$ cat src/rtl/mux_scan_sel_if.sv
// Bus bundle for mux_scan_sel: packed input lanes, manual select, mode/enable
// controls and the registered sample outputs with their status pulses.
interface mux_scan_sel_if #(
    parameter int WIDTH    = 8,
    parameter int CHANNELS = 16,
    parameter int SEL_W    = 4
) ();
    logic [CHANNELS*WIDTH-1:0] I;
    logic [SEL_W-1:0]          Sel;
    logic                      mode;
    logic                      en;
    logic [WIDTH-1:0]          Out;
    logic [SEL_W-1:0]          out_ch;
    logic                      out_valid;
    logic                      scan_wrap;
    logic                      sel_err;

    // Producer of lanes/controls, consumer of samples
    modport master (
        output I, Sel, mode, en,
        input  Out, out_ch, out_valid, scan_wrap, sel_err
    );

    // The multiplexer itself
    modport slave (
        input  I, Sel, mode, en,
        output Out, out_ch, out_valid, scan_wrap, sel_err
    );
endinterface

$ cat src/rtl/mux_scan_sel.sv
// Registered N-channel x W-bit multiplexer with manual and auto-scan modes.
// Manual mode samples the lane chosen by Sel every cycle; scan mode walks all
// lanes, dwelling DWELL cycles on each, and pulses scan_wrap on the last lane.
module mux_scan_sel #(
    parameter int WIDTH    = 8,
    parameter int CHANNELS = 16,
    parameter int SEL_W    = 4,
    parameter int DWELL    = 4
) (
    input  logic          clk,
    input  logic          rst,
    mux_scan_sel_if.slave bus
);
    // A one-bit dwell counter is kept even for DWELL=1 so the logic stays uniform
    localparam int                DW_W    = (DWELL > 1) ? $clog2(DWELL) : 1;
    localparam logic [SEL_W-1:0]  LAST_CH = SEL_W'(CHANNELS - 1);
    localparam logic [DW_W-1:0]   LAST_DW = DW_W'(DWELL - 1);

    typedef enum logic [1:0] {
        IDLE   = 2'd0,
        MANUAL = 2'd1,
        SCAN   = 2'd2
    } state_t;

    state_t           state_r;
    logic [SEL_W-1:0] ch_cnt_r;
    logic [DW_W-1:0]  dwell_cnt_r;

    logic [WIDTH-1:0] man_data_s;
    logic [WIDTH-1:0] scan_data_s;
    logic             sel_bad_s;

    // Lane extraction; an index with no matching lane yields all zeros, which is
    // exactly the value Out must take for an out-of-range manual select.
    function automatic logic [WIDTH-1:0] pick_channel(
        input logic [CHANNELS*WIDTH-1:0] lanes,
        input logic [SEL_W-1:0]          idx
    );
        logic [WIDTH-1:0] res;
        res = '0;
        for (int k = 0; k < CHANNELS; k++) begin
            if (idx == SEL_W'(k)) begin
                res = lanes[k*WIDTH +: WIDTH];
            end else begin
                res = res;
            end
        end
        return res;
    endfunction

    // Lane selection for both modes plus the manual range check
    always_comb begin
        man_data_s  = pick_channel(bus.I, bus.Sel);
        scan_data_s = pick_channel(bus.I, ch_cnt_r);
        sel_bad_s   = (32'(bus.Sel) >= 32'(CHANNELS));
    end

    // Mode FSM with registered sample, channel tag and one-cycle status pulses
    always_ff @(posedge clk) begin
        if (rst) begin
            state_r       <= IDLE;
            ch_cnt_r      <= '0;
            dwell_cnt_r   <= '0;
            bus.Out       <= '0;
            bus.out_ch    <= '0;
            bus.out_valid <= 1'b0;
            bus.scan_wrap <= 1'b0;
            bus.sel_err   <= 1'b0;
        end else begin
            // Pulses default low; only a sampling edge raises them
            bus.out_valid <= 1'b0;
            bus.scan_wrap <= 1'b0;
            bus.sel_err   <= 1'b0;

            if (!bus.en) begin
                // Disabled: Out/out_ch and the scan counters freeze
                state_r <= IDLE;
            end else if (!bus.mode) begin
                // Manual sampling starts on the very edge the mode is seen
                state_r       <= MANUAL;
                bus.Out       <= man_data_s;
                bus.out_ch    <= bus.Sel;
                bus.out_valid <= 1'b1;
                bus.sel_err   <= sel_bad_s;
            end else if (state_r != SCAN) begin
                // Scan entry always restarts from lane 0 and produces no sample
                state_r     <= SCAN;
                ch_cnt_r    <= '0;
                dwell_cnt_r <= '0;
            end else if (dwell_cnt_r == LAST_DW) begin
                state_r       <= SCAN;
                dwell_cnt_r   <= '0;
                bus.Out       <= scan_data_s;
                bus.out_ch    <= ch_cnt_r;
                bus.out_valid <= 1'b1;
                bus.scan_wrap <= (ch_cnt_r == LAST_CH);
                ch_cnt_r      <= (ch_cnt_r == LAST_CH) ? '0 : ch_cnt_r + SEL_W'(1);
            end else begin
                state_r     <= SCAN;
                dwell_cnt_r <= dwell_cnt_r + DW_W'(1);
            end
        end
    end
endmodule

$ cat src/flat_wrapper.sv
// flat-port wrapper written by rule: the top's interface ports become plain ports
module mux_scan_sel_flat 
#(
    parameter int WIDTH    = 8,
    parameter int CHANNELS = 16,
    parameter int SEL_W    = 4,
    parameter int DWELL    = 4
)
  (clk, rst, bus_I, bus_Sel, bus_mode, bus_en, bus_Out, bus_out_ch, bus_out_valid, bus_scan_wrap, bus_sel_err);
  mux_scan_sel_if #(.WIDTH(WIDTH), .CHANNELS(CHANNELS), .SEL_W(SEL_W)) bus_i ();
  input  logic clk;
  input  logic rst;
  input wire logic [$bits(bus_i.I)-1:0] bus_I;
  input wire logic [$bits(bus_i.Sel)-1:0] bus_Sel;
  input wire logic [$bits(bus_i.mode)-1:0] bus_mode;
  input wire logic [$bits(bus_i.en)-1:0] bus_en;
  output wire logic [$bits(bus_i.Out)-1:0] bus_Out;
  output wire logic [$bits(bus_i.out_ch)-1:0] bus_out_ch;
  output wire logic [$bits(bus_i.out_valid)-1:0] bus_out_valid;
  output wire logic [$bits(bus_i.scan_wrap)-1:0] bus_scan_wrap;
  output wire logic [$bits(bus_i.sel_err)-1:0] bus_sel_err;
  assign bus_i.I = bus_I;
  assign bus_i.Sel = bus_Sel;
  assign bus_i.mode = bus_mode;
  assign bus_i.en = bus_en;
  assign bus_Out = bus_i.Out;
  assign bus_out_ch = bus_i.out_ch;
  assign bus_out_valid = bus_i.out_valid;
  assign bus_scan_wrap = bus_i.scan_wrap;
  assign bus_sel_err = bus_i.sel_err;
  mux_scan_sel #(.WIDTH(WIDTH), .CHANNELS(CHANNELS), .SEL_W(SEL_W), .DWELL(DWELL)) u_core (.clk(clk), .rst(rst), .bus(bus_i));
endmodule
$ cat config.mk
export PLATFORM = sky130hd
export DESIGN_NAME = mux_scan_sel_flat
export DESIGN_NICKNAME = d
export VERILOG_FILES = /design/src/rtl/mux_scan_sel_if.sv /design/src/rtl/mux_scan_sel.sv /design/src/flat_wrapper.sv
export SDC_FILE = /design/constraint.sdc
export NUM_CORES = 1
export LEC_CHECK = 0
export CAP_MARGIN = 10
export CORE_ASPECT_RATIO = 0.7
export CORE_MARGIN = 2
export CORE_UTILIZATION = 46
export CTS_CLUSTER_SIZE = 10
export DETAILED_ROUTE_END_ITERATION = 8
export MAX_ROUTING_LAYER = met4
export PLACE_DENSITY = 0.87
export SLEW_MARGIN = 15
export SYNTH_ARGS = -nofsm -noshare
export SYNTH_HDL_FRONTEND = slang
export SYNTH_SLANG_ARGS = --single-unit
$ cat constraint.sdc
create_clock -name clk -period 2.64 [get_ports clk]
set_input_delay 0.528 -clock clk [delete_from_list [all_inputs] [get_ports clk]]
set_output_delay 0.528 -clock clk [all_outputs]
set_load 0.005 [all_outputs]
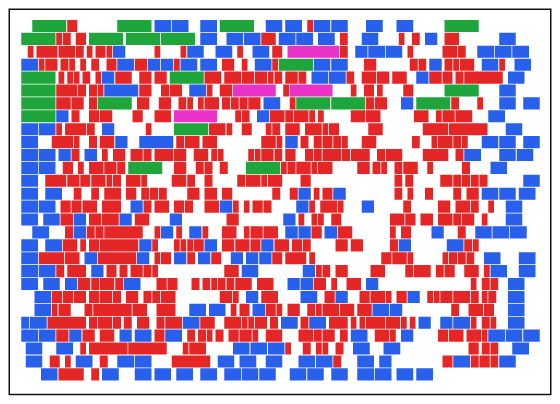
run_1/cell_classes.png
flip-flops: in green, cells 22. all other logic: in red, cells 483. other buffers and delay cells: in blue, cells 212. clock drivers and dummy loads: in magenta, cells 4.

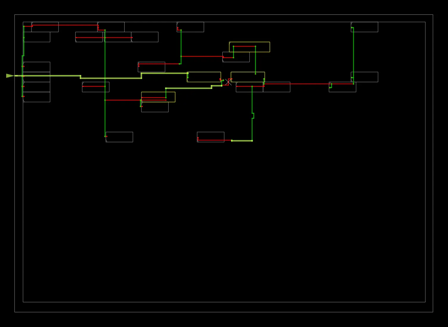
run_1/final_clocks.png
Clock group: 0.440 mW
clock buffers: 3
skew final: 6.69 ps
clock sink count: 22

==> flow_summary.json, run 1 <==
{
  "rr_worst_depth": 7,
  "synth.area.mux_share": 0.107,
  "status": "finished, violations left",
  "io_buffer_count": 149,
  "track_usage": 0.430,
  "r2r_setup_slack_ps": 70,
  "endpoint_kind": "register",
  "violations": "DRC",
  "slowest_stage": "nor3b_1",
  "core_sq_mm": 0.00834,
  "min_path_type": "reg -> reg",
  "drc_errors": 1,
  "die_width_um": 114,
  "period_used_share": 0.974,
  "postSynthSeqShare": 0.113,
  "initCoreUtil": 0.466,
  "fmax_mhz": 389,
  "flop_cell": "dfxtp_1",
  "hold_depth": 1,
  "netlist.area_leader.share": 0.113,
  "enable_flop_cells": 0,
  "path_depth": 7,
  "tns_ps": 0,
  "clock_path_buffers": 2,
  "ys_top_logic_family": "AND-OR/OR-AND gates",
  "grt_start_max_net_pins": 29,
  "grt_overflow": 0,
  "synth_cells": 564,
  "hold_viol": 0,
  "path_delay_family": "simple AND/OR/NAND/NOR gates",
  "crit_buf_inv": 0,
  "combGateArea_sq_mm": 0.00306,
  "totalWireLength_um": 20100,
  "avgViaCountPerCell": 7.07,
  "ys_cells": 564,
  "avgSynthCellArea_sq_um": 6.89,
  "critPathMaxFanout": 9,
  "common_cells": "56 x a21oi_1, 51 x nor2_1, 47 x o21ai_0",
  "clk_pin_slew_worst_paths_ps": 70,
  "layout_top_cells": "148 x clkdlybuf4s50_1, 61 x buf_4, 56 x a21oi_1",
  "drive_above_1_share": 0.132,
  "hold_slack_ps": 493,
  "max_cap_violations": 0
}
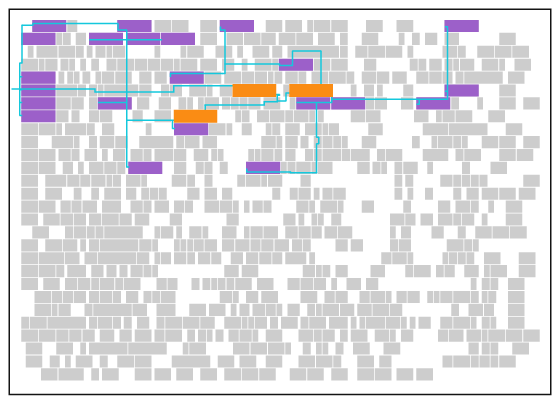
run_1/clock_map.png
flip-flops: in purple, count 22. clock wires: in cyan, length 334 um. cells driving clock nets: in orange, count 3.
There are 4 routed clock nets.

-- run 1: per-stage QoR --
step / cells / setup WS [ps] / area [sq um]
2_1_floorplan: 564 / 501 / 3880
3_3_place_gp: 822 / 69.1 / 5710
3_5_place_dp: 822 / 24.2 / 5710
4_1_cts: 826 / 187 / 5810
5_1_grt: 827 / 27.4 / 5820
6_report: 827 / 68.3 / 5820
-- run 1: report_power, final --
| group | leakage (nW) | switching [mW] | internal, mW |
|---|---|---|---|
| Combinational | 1.91 | 0.286 | 0.354 |
| Clock | 0.0511 | 0.139 | 0.302 |
| Sequential | 0.180 | 0.00846 | 0.346 |
-- run 1: cells by family (layout without fill, tap and decap cells) --
group / after synthesis / after routing
other cells: 1 / 2
mux: 28 / 28
simple gates: 177 / 177
fa+ha+maj: 5 / 5
buf+inv: 83 / 240
flops: 22 / 22
compound gates: 248 / 248
-- run 1: sequential cells by signal, summed over array words and instances, names as in the netlist --
| register | count |
|---|---|
| u_core.bus.Out | 8 |
| u_core.bus.out_ch | 4 |
| u_core.ch_cnt_r | 4 |
| u_core.dwell_cnt_r | 2 |
| u_core.state_r | 2 |
| u_core.bus.out_valid | 1 |
| u_core.bus.scan_wrap | 1 |
-- run 1: final cells by class --
| class | instances | share of cell area |
|---|---|---|
| inverters | 24 | 0.0155 |
| multi-input cells | 459 | 0.527 |
| clock inverters | 1 | 0.00516 |
| clock buffers | 3 | 0.0129 |
| repair buffers | 212 | 0.341 |
| flip-flops and latches | 22 | 0.0757 |
| diodes | 1 | 0.000430 |
| well taps | 105 | 0.0226 |
-- run 1: per-layer routing --
layer	up-vias	routed length, um	GRT usage	share of wire
met1	2673	7790	0.547	0.39
met5	-	0	-	0
met2	609	8410	0.659	0.42
met3	74	3270	0.143	0.16
li1	2495	-	-	-
met4	0	600	0.118	0.030
--- run 2 (diff from run 1) ---
==> constraint.sdc (replaced) <==
create_clock -name clk -period 2.4 [get_ports clk]
set_input_delay 0.48 -clock clk [delete_from_list [all_inputs] [get_ports clk]]
set_output_delay 0.48 -clock clk [all_outputs]
set_load 0.005 [all_outputs]
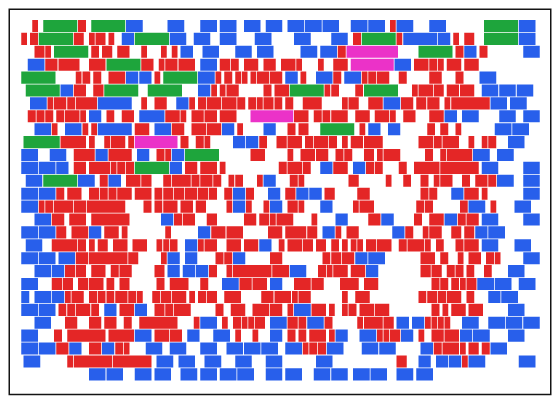
run_2/cell_classes.png
all other logic: in red, cells 483. other buffers and delay cells: in blue, cells 226. flip-flops: in green, cells 22. clock drivers and dummy loads: in magenta, cells 4.

==> flow_summary.json, run 2 <==
{
  "max_cap_violations": 0,
  "totalWireLength_um": 19600,
  "tns_ps": 0,
  "flop_cell": "dfxtp_1",
  "drive_above_1_share": 0.152,
  "dpl_cell_area_sq_mm": 0.00582,
  "hold_depth": 2,
  "comb_power_mw": 0.718,
  "critPathMaxFanout": 23,
  "skew_ps": 5.00,
  "r2r_setup_slack_ps": 100,
  "met2_length_um": 8090,
  "pwr-share-comb": 0.448,
  "top_layer": "met4",
  "seq-power_mw": 0.389,
  "status": "finished, final reports clean",
  "initCoreUtil": 0.466,
  "setup_ws_ps": 101,
  "clk_pin_slew_worst_paths_ps": 70,
  "period_used_share": 0.958,
  "pwr-share-clk": 0.310,
  "largest_register": "u_core.bus.Out",
  "track_usage": 0.427,
  "fmax_mhz": 435,
  "hold_viol": 0
}
run 2: worst max path at each step:
| stage | start | end | cells after the start | slack [ps] |
|---|---|---|---|---|
| after floorplan | u_core.ch_cnt_r[0] | u_core.bus.Out[6] | 9 | 260 |
| after global placement | bus_Sel[1] | u_core.bus.Out[0] | 7 | -120 |
| after detailed placement | bus_Sel[1] | u_core.bus.Out[0] | 7 | -150 |
| after CTS | u_core.ch_cnt_r[0] | u_core.bus.Out[4] | 9 | 40 |
| after global routing | u_core.ch_cnt_r[0] | u_core.bus.Out[6] | 9 | 10 |
| final | u_core.ch_cnt_r[0] | u_core.bus.Out[0] | 8 | 100 |
run 2: cell type report:
cell class                 instances  area, sq um
multi-input combinational        459         3070
fill                             674         2390
timing repair buffer             226         2110
sequential                        22          442
tap                              105          131
inverter                          24         90.1
clock buffer                       3         75.1
clock inverter                     1         30.0
run 2: metal layers:
metal | up-vias | GRT usage
met2 | 560 | 0.629
met4 | 0 | 0.138
met1 | 2611 | 0.566
met3 | 92 | 0.119
met5 | - | -
li1 | 2517 | -
run 2: critical path, stage by stage, from the launching register on:
cell,delay [ps]
dfxtp_1,340
ha_1,260
buf_12,180
or3_1,420
buf_4,210
nor3_1,190
o22ai_1,130
a221oi_1,360
a211o_1,150
run 2: through the flow:
step | std cells | util
global route | 840 | 0.713
CTS | 840 | 0.711
detailed placement | 836 | 0.698
finish | 840 | 0.713
floorplan | 564 | -
global placement | 836 | 0.698
run 2: kinds of logic (layout without fill, tap and decap cells):
kind of cell | Yosys count | in the layout | synth area share
compound gates | 248 | 248 | 0.442
fa+ha+maj | 5 | 5 | 0.0161
buf+inv | 83 | 254 | 0.0992
flops | 22 | 22 | 0.113
mux | 28 | 28 | 0.107
other cells | 1 | 1 | 0.000965
simple gates | 177 | 177 | 0.222
Power and IR drop assume default switching activity.
